**Routed clock nets over the placement**

Scale bar: 20 um.
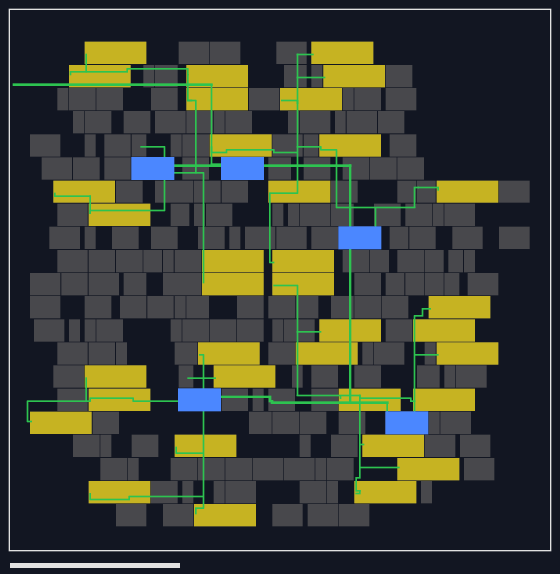
**The clock network**

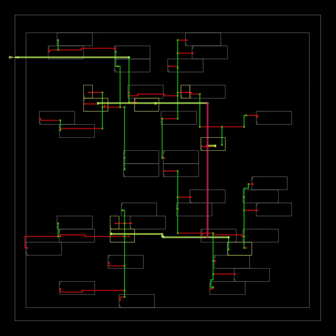
**Wires at chosen ports, followed through buffers**

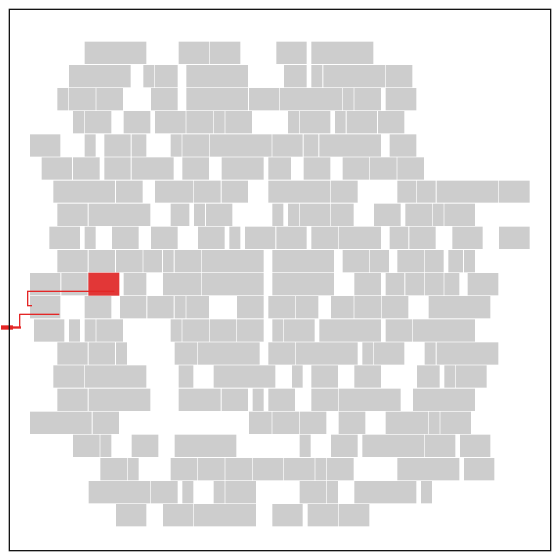
**Gate families picked out**

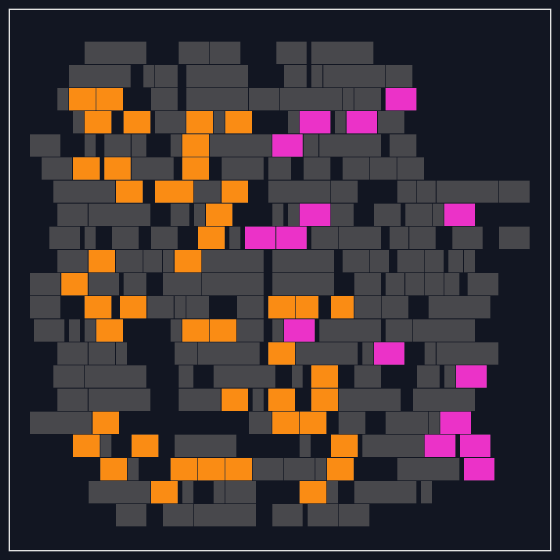
$ cat config.mk
export PLATFORM = sky130hd
export DESIGN_NAME = forwarding_hazard_ctrl_flat
export DESIGN_NICKNAME = d
export VERILOG_FILES = /design/src/rtl/forwarding_hazard_ctrl_if.sv /design/src/rtl/forwarding_hazard_ctrl.sv /design/src/flat_wrapper.sv
export SDC_FILE = /design/constraint.sdc
export NUM_CORES = 1
export LEC_CHECK = 0
export CAP_MARGIN = 5
export CORE_MARGIN = 2
export CORE_UTILIZATION = 52
export CTS_BUF_LIST = sky130_fd_sc_hd__clkbuf_8
export CTS_CLUSTER_SIZE = 14
export DETAILED_ROUTE_END_ITERATION = 16
export PLACE_DENSITY_LB_ADDON = 0.3
export SLEW_MARGIN = 20
export SYNTH_ARGS = -nofsm -noshare
export SYNTH_HDL_FRONTEND = slang
export SYNTH_SLANG_ARGS = --single-unit
export TNS_END_PERCENT = 100
$ cat constraint.sdc
create_clock -name clock_i -period 4.29 [get_ports clock_i]
set_clock_uncertainty 0.15 [all_clocks]
set_input_delay 0.429 -clock clock_i [delete_from_list [all_inputs] [get_ports clock_i]]
set_output_delay 0.429 -clock clock_i [all_outputs]
set_load 0.02 [all_outputs]
$ cat src/rtl/forwarding_hazard_ctrl_if.sv
// forwarding_hazard_ctrl_if: ID-stage request, flush/enable controls and EX operand-mux/stall responses.
interface forwarding_hazard_ctrl_if #(parameter int NB_REG_ADDR = 5);
  logic                   enable_i;
  logic                   valid_id_i;
  logic [NB_REG_ADDR-1:0] rs_id_i;
  logic [NB_REG_ADDR-1:0] rt_id_i;
  logic                   use_rs_id_i;
  logic                   use_rt_id_i;
  logic [NB_REG_ADDR-1:0] rd_id_i;
  logic                   reg_write_id_i;
  logic                   mem_read_id_i;
  logic                   flush_i;
  logic [1:0]             fwd_a_sel_o;
  logic [1:0]             fwd_b_sel_o;
  logic                   stall_o;
  modport master (
    output enable_i, valid_id_i, rs_id_i, rt_id_i, use_rs_id_i, use_rt_id_i,
           rd_id_i, reg_write_id_i, mem_read_id_i, flush_i,
    input  fwd_a_sel_o, fwd_b_sel_o, stall_o
  );
  modport slave (
    input  enable_i, valid_id_i, rs_id_i, rt_id_i, use_rs_id_i, use_rt_id_i,
           rd_id_i, reg_write_id_i, mem_read_id_i, flush_i,
    output fwd_a_sel_o, fwd_b_sel_o, stall_o
  );
endinterface

$ cat src/rtl/forwarding_hazard_ctrl.sv
// forwarding_hazard_ctrl: EX operand forwarding selects, load-use stall and flush/freeze for a 5-stage MIPS pipe.
module forwarding_hazard_ctrl #(
  parameter int NB_REG_ADDR = 5
) (
  input logic                    clock_i,
  input logic                    reset_i,
  forwarding_hazard_ctrl_if.slave bus
);
  typedef struct packed {
    logic                   valid;
    logic [NB_REG_ADDR-1:0] rd;
    logic                   reg_write;
    logic                   mem_read;
  } slot_t;
  typedef struct packed {
    slot_t                  s;
    logic [NB_REG_ADDR-1:0] rs;
    logic [NB_REG_ADDR-1:0] rt;
    logic                   use_rs;
    logic                   use_rt;
  } ex_t;
  ex_t   ex_q, ex_d, id_ex;
  slot_t mem_q, mem_d, wb_q, wb_d;
  logic  hazard;
  // A load in MEM is never a source; the load-use stall guarantees it is in WB when needed.
  function automatic logic [1:0] fwd_sel(input logic ex_valid, input logic use_r,
                                         input logic [NB_REG_ADDR-1:0] r,
                                         input slot_t mem, input slot_t wb);
    logic ok, mem_hit, wb_hit;
    ok      = ex_valid & use_r & (r != '0);
    mem_hit = mem.valid & mem.reg_write & ~mem.mem_read & (mem.rd == r);
    wb_hit  = wb.valid & wb.reg_write & (wb.rd == r);
    return (ok & mem_hit) ? 2'b01 : (ok & wb_hit) ? 2'b10 : 2'b00;
  endfunction
  always_comb begin
    hazard = bus.valid_id_i & ex_q.s.valid & ex_q.s.mem_read & ex_q.s.reg_write & (ex_q.s.rd != '0) &
             ((bus.use_rs_id_i & (bus.rs_id_i == ex_q.s.rd)) | (bus.use_rt_id_i & (bus.rt_id_i == ex_q.s.rd)));
    id_ex.s.valid     = bus.valid_id_i;
    id_ex.s.rd        = bus.rd_id_i;
    id_ex.s.reg_write = bus.reg_write_id_i;
    id_ex.s.mem_read  = bus.mem_read_id_i;
    id_ex.rs          = bus.rs_id_i;
    id_ex.rt          = bus.rt_id_i;
    id_ex.use_rs      = bus.use_rs_id_i;
    id_ex.use_rt      = bus.use_rt_id_i;
    ex_d  = bus.enable_i ? ((hazard | bus.flush_i) ? '0 : id_ex) : ex_q;
    mem_d = bus.enable_i ? ex_q.s : mem_q;
    wb_d  = bus.enable_i ? mem_q : wb_q;
  end
  assign bus.stall_o     = hazard & bus.enable_i & ~bus.flush_i;
  assign bus.fwd_a_sel_o = fwd_sel(ex_q.s.valid, ex_q.use_rs, ex_q.rs, mem_q, wb_q);
  assign bus.fwd_b_sel_o = fwd_sel(ex_q.s.valid, ex_q.use_rt, ex_q.rt, mem_q, wb_q);
  always_ff @(posedge clock_i) begin
    if (reset_i) begin
      ex_q  <= '0;
      mem_q <= '0;
      wb_q  <= '0;
    end else begin
      ex_q  <= ex_d;
      mem_q <= mem_d;
      wb_q  <= wb_d;
    end
  end
endmodule

$ cat src/flat_wrapper.sv
// flat-port wrapper written by rule: the top's interface ports become plain ports
module forwarding_hazard_ctrl_flat 
#(
  parameter int NB_REG_ADDR = 5
)
  (clock_i, reset_i, bus_enable_i, bus_valid_id_i, bus_rs_id_i, bus_rt_id_i, bus_use_rs_id_i, bus_use_rt_id_i, bus_rd_id_i, bus_reg_write_id_i, bus_mem_read_id_i, bus_flush_i, bus_fwd_a_sel_o, bus_fwd_b_sel_o, bus_stall_o);
  forwarding_hazard_ctrl_if #(.NB_REG_ADDR(NB_REG_ADDR)) bus_i ();
  input logic clock_i;
  input logic reset_i;
  input wire logic [$bits(bus_i.enable_i)-1:0] bus_enable_i;
  input wire logic [$bits(bus_i.valid_id_i)-1:0] bus_valid_id_i;
  input wire logic [$bits(bus_i.rs_id_i)-1:0] bus_rs_id_i;
  input wire logic [$bits(bus_i.rt_id_i)-1:0] bus_rt_id_i;
  input wire logic [$bits(bus_i.use_rs_id_i)-1:0] bus_use_rs_id_i;
  input wire logic [$bits(bus_i.use_rt_id_i)-1:0] bus_use_rt_id_i;
  input wire logic [$bits(bus_i.rd_id_i)-1:0] bus_rd_id_i;
  input wire logic [$bits(bus_i.reg_write_id_i)-1:0] bus_reg_write_id_i;
  input wire logic [$bits(bus_i.mem_read_id_i)-1:0] bus_mem_read_id_i;
  input wire logic [$bits(bus_i.flush_i)-1:0] bus_flush_i;
  output wire logic [$bits(bus_i.fwd_a_sel_o)-1:0] bus_fwd_a_sel_o;
  output wire logic [$bits(bus_i.fwd_b_sel_o)-1:0] bus_fwd_b_sel_o;
  output wire logic [$bits(bus_i.stall_o)-1:0] bus_stall_o;
  assign bus_i.enable_i = bus_enable_i;
  assign bus_i.valid_id_i = bus_valid_id_i;
  assign bus_i.rs_id_i = bus_rs_id_i;
  assign bus_i.rt_id_i = bus_rt_id_i;
  assign bus_i.use_rs_id_i = bus_use_rs_id_i;
  assign bus_i.use_rt_id_i = bus_use_rt_id_i;
  assign bus_i.rd_id_i = bus_rd_id_i;
  assign bus_i.reg_write_id_i = bus_reg_write_id_i;
  assign bus_i.mem_read_id_i = bus_mem_read_id_i;
  assign bus_i.flush_i = bus_flush_i;
  assign bus_fwd_a_sel_o = bus_i.fwd_a_sel_o;
  assign bus_fwd_b_sel_o = bus_i.fwd_b_sel_o;
  assign bus_stall_o = bus_i.stall_o;
  forwarding_hazard_ctrl #(.NB_REG_ADDR(NB_REG_ADDR)) u_core (.clock_i(clock_i), .reset_i(reset_i), .bus(bus_i));
endmodule
==> impl_report.txt <==
IMPLEMENTATION SUMMARY REPORT
----------------------------------------------------
[Run status]
  Run status ........................ finished, final reports clean

[Synth]
  Synth warnings ........................ 0
  Mean Syn Cell Area ........................ 9.45 um2
  Synthesized registers ........................ 35
  Yosys cell types ........................ 21
  Post-Syn Instances ........................ 195
  Synthesized area ........................ 0.00184 mm2
  Most instantiated flip-flop cell in the synthesis netlist ........................ sky130_fd_sc_hd__dfxtp_1
  Number of cells in Yosys stat ........................ 195
  Number of flops mapped to enable cells by yosys ........................ 0
  Synth Seq Share ........................ 38.0%
  Share of synthesized registers carrying an async set or reset ........................ 0%
  Nets in the synthesized netlist ........................ 219
  Yosys chip area ........................ 0.00184 mm2

[GRT]
  Antenna violations before repair ........................ 0
  Wire length of the first global-routing pass ........................ 7230 um
  Vias in the first global route ........................ 1525
  Largest net degree at the start of global routing ........................ 25
  GR Util All Layers ........................ 23.2%
  Global-route congestion overflow total ........................ 0

[CTS]
  Postcts setup bufs ........................ 0
  CTS sink cnt ........................ 35
  Clock slew seen by the registers of the worst setup and hold paths ........................ 0.07 ns
  CTS-repair resized insts ........................ 0
  Root cell of the clock tree ........................ sky130_fd_sc_hd__clkbuf_8
  Latency at later pin ........................ 0.29 ns
  H-tree depth ........................ 2
  TritonCTS clock tree ........................ yes
  Number of hold-repair buffers added at the cts stage ........................ 0
  Deepest clock path buffer count ........................ 2

[Power]
  Internal power component ........................ 0.516 mW
  Post-layout power ........................ 0.713 mW
  Part of the total power dissipated in the clock network ........................ 32.2%
  Switch share ........................ 27.7%
  Power density over the cells ........................ 319 mW/mm2
  Part of the total power dissipated in sequential elements ........................ 51.7%
  Sw Pwr ........................ 0.198 mW
  Maximum VDD drop ........................ 0.000265 V
  Leakage ........................ 0.830 nW
  Combinational group share of total power ........................ 16.1%

[Timing]
  Time the final worst path needs with I/O delays and setup ........................ 3.20 ns
  Slew @ Worst Pin ........................ 0.830 ns
  Achievable Freq ........................ 0.313 GHz
  Worst slew margin ........................ 44.7%
  Total of endpoints with negative setup slack in the final report ........................ 0
  Slew Limit Fails ........................ 0
  Aggregate negative setup slack ........................ 0 ns
  Setup repair after global routing missed its margin ........................ false
  Number of hold violations in the final report ........................ 0
  Share of the cycle needed by the critical path after routing ........................ 74.6%

[Placement]
  Global placement routability congestion ........................ 0.874
  Placed Cells ........................ 260
  Detailed-placement wirelength estimate ........................ 3180 um

[Finish]
  Most frequent cells in the layout ........................ sky130_fd_sc_hd__dfxtp_1, sky130_fd_sc_hd__clkdlybuf4s50_1, sky130_fd_sc_hd__nand2_1, sky130_fd_sc_hd__o21ai_2
  Layout area overhead ........................ 21.3%
  Number of filler instances in the final layout ........................ 300
  Final Non-Filler Cells ........................ 268
  Area of combinational cells with multiple inputs ........................ 0.00108 mm2
  Final Net Count ........................ 245
  Area taken by flip-flops and latches ........................ 701 um2
  ANT cells ........................ 0
  Most frequent logic cell in the layout ........................ sky130_fd_sc_hd__dfxtp_1
  Fraction of final layout cells sized beyond drive strength 1 ........................ 16.2%

[Route]
  Number of vias per cell ........................ 5.93
  Routed wire length ........................ 4360 um
  Via count ........................ 1590
  Drt wl/cell ........................ 16.3 um
  DRC marker count from the first detailed-route iteration ........................ 59
  Router iterations before antenna repair ........................ 4
  Post-route antenna net violation count ........................ 0
  Final routed DRC violation total ........................ 0

[Setup path]
  Kind of critical path ........................ flop to output port
  CP arrival ........................ 2.62 ns
  Worst setup SP type ........................ flop
  Cell with the biggest individual delay on the critical path ........................ sky130_fd_sc_hd__o21ai_2
  Required time reported for the critical path endpoint ........................ 3.71 ns
  Top fanout value on the critical path ........................ 21
  Cell-by-cell listing of the critical path ........................ or4_1 -> o21ai_2 -> nor4bb_1 -> clkdlybuf4s50_1
  Maximum cell stage delay along the critical path ........................ 0.66 ns
  Nature of the critical path endpoint ........................ output port

[Worst hold path]
  Kind of path behind the tightest hold check ........................ flop to flop

[Flow run]
  Tally of OpenROAD warnings ........................ 26
  Number of violations of the max-capacitance limit ........................ 0

[Floorplan]
  Std-Cell Core Area ........................ 0.00336 mm2
  Num rows ........................ 21
  Core Density at Floorplan ........................ 54.8%
  Full die area ........................ 0.00404 mm2
  Overall die width ........................ 63.5 um
  Vertical extent of the die ........................ 63.5 um

----------------------------------------------------
Back to the opening pictures, 'routed clock nets over the placement':
[blue] clock drivers | count: 5
[green] clock wires | length: 410 um
[yellow] flip-flops | count: 35
routed clock nets: 6

Back to the opening pictures, 'the clock network':
num sequential: 35
clock buffers created by TritonCTS: 5

Back to the opening pictures, 'wires at chosen ports, followed through buffers':
[red] bus_stall_o | bits: 1 | direction: output | end cells: 1 | wire: 19.1 um
top-level I/O count: 29
count of buffers from port buffering: 28

Back to the opening pictures, 'gate families picked out':
[magenta] multiplexers | cells: 15
[orange] inverting AOI/OAI gates | cells: 44

synth_stat cells, drive strengths merged, types with 3 or more instances:
library cell	n	area [um2]
mux2i	15	150
o21ai	21	184
xor2	10	87.6
xnor2	20	175
dfxtp	35	701
a32oi	20	175
or4	3	22.5
clkbuf	4	15.0
buf	10	62.6
nand2	22	82.6
nor4	4	25.0
nor2	16	60.1
nand4	6	37.5
per-layer routing:
metal	GRT usage, %	up-vias	wire length (um)
met5	0	-	0
met4	7.34	0	70
met3	6.61	8	215
met2	38.7	47	2140
met1	28.9	767	1940
li1	-	768	-
cell type report:
cell class / count / area share, %
Sequential cell: 35 / 31.3
Multi-Input combinational cell: 146 / 48.1
Clock inverter: 3 / 0.672
Clock buffer: 5 / 3.08
Timing Repair Buffer: 33 / 14.2
Tap cell: 46 / 2.57
cells by family (layout without fill, tap and decap cells):
| kind of cell | count (synthesis) | after routing | synth area share, % |
|---|---|---|---|
| buf+inv | 14 | 41 | 4.21 |
| xor+xnor | 30 | 30 | 14.3 |
| simple gates | 57 | 57 | 14.7 |
| mux | 15 | 15 | 8.15 |
| flops | 35 | 35 | 38.0 |
| compound gates | 44 | 44 | 20.6 |
worst paths after layout:
kind	startpoint	endpoint	slack, ns	cells past startpoint
max reg2reg	u_core.ex_q[17]	u_core.ex_q[12]	2.12	4
min	u_core.ex_q[0]	u_core.ex_q[0]	0.34	2
min reg2reg	u_core.ex_q[0]	u_core.ex_q[0]	0.34	2
max	u_core.ex_q[17]	bus_stall_o	1.09	4
power groups by stage:
| stage | Clock [mW] | Sequential [mW] | Combinational [mW] |
|---|---|---|---|
| floorplan | 0 | 0.366 | 0.0743 |
| global placement | 0 | 0.374 | 0.110 |
| detailed placement | 0 | 0.375 | 0.115 |
| CTS | 0.235 | 0.368 | 0.115 |
| global route | 0.253 | 0.371 | 0.125 |
| finish | 0.229 | 0.369 | 0.115 |
critical path: cells and delay by family, from the launching register on:
kind | cells | cell delay (ns)
compound gates | 1 | 0.66
buf+inv | 1 | 0.58
flops | 1 | 0.40
simple gates | 2 | 0.68
sequential cells by signal (all words and copies together), names as in the netlist:
| name | count |
|---|---|
| u_core.mem_q | 8 |
| u_core.wb_q | 7 |
| u_core.ex_q | 20 |
metrics by stage:
stage          hold slack (ns)  setup WS, ns  utilization (%)  cell area, um2
6_report                 0.341          1.09             66.5            2240
5_1_grt                  0.363         0.980             66.5            2240
4_1_cts                  0.337          1.10             66.5            2240
3_5_place_dp             0.319          1.33             64.0            2150
3_3_place_gp             0.313          1.32             64.0            2150
2_1_floorplan            0.291          1.99                -            1840
Power and IR drop assume default switching activity.
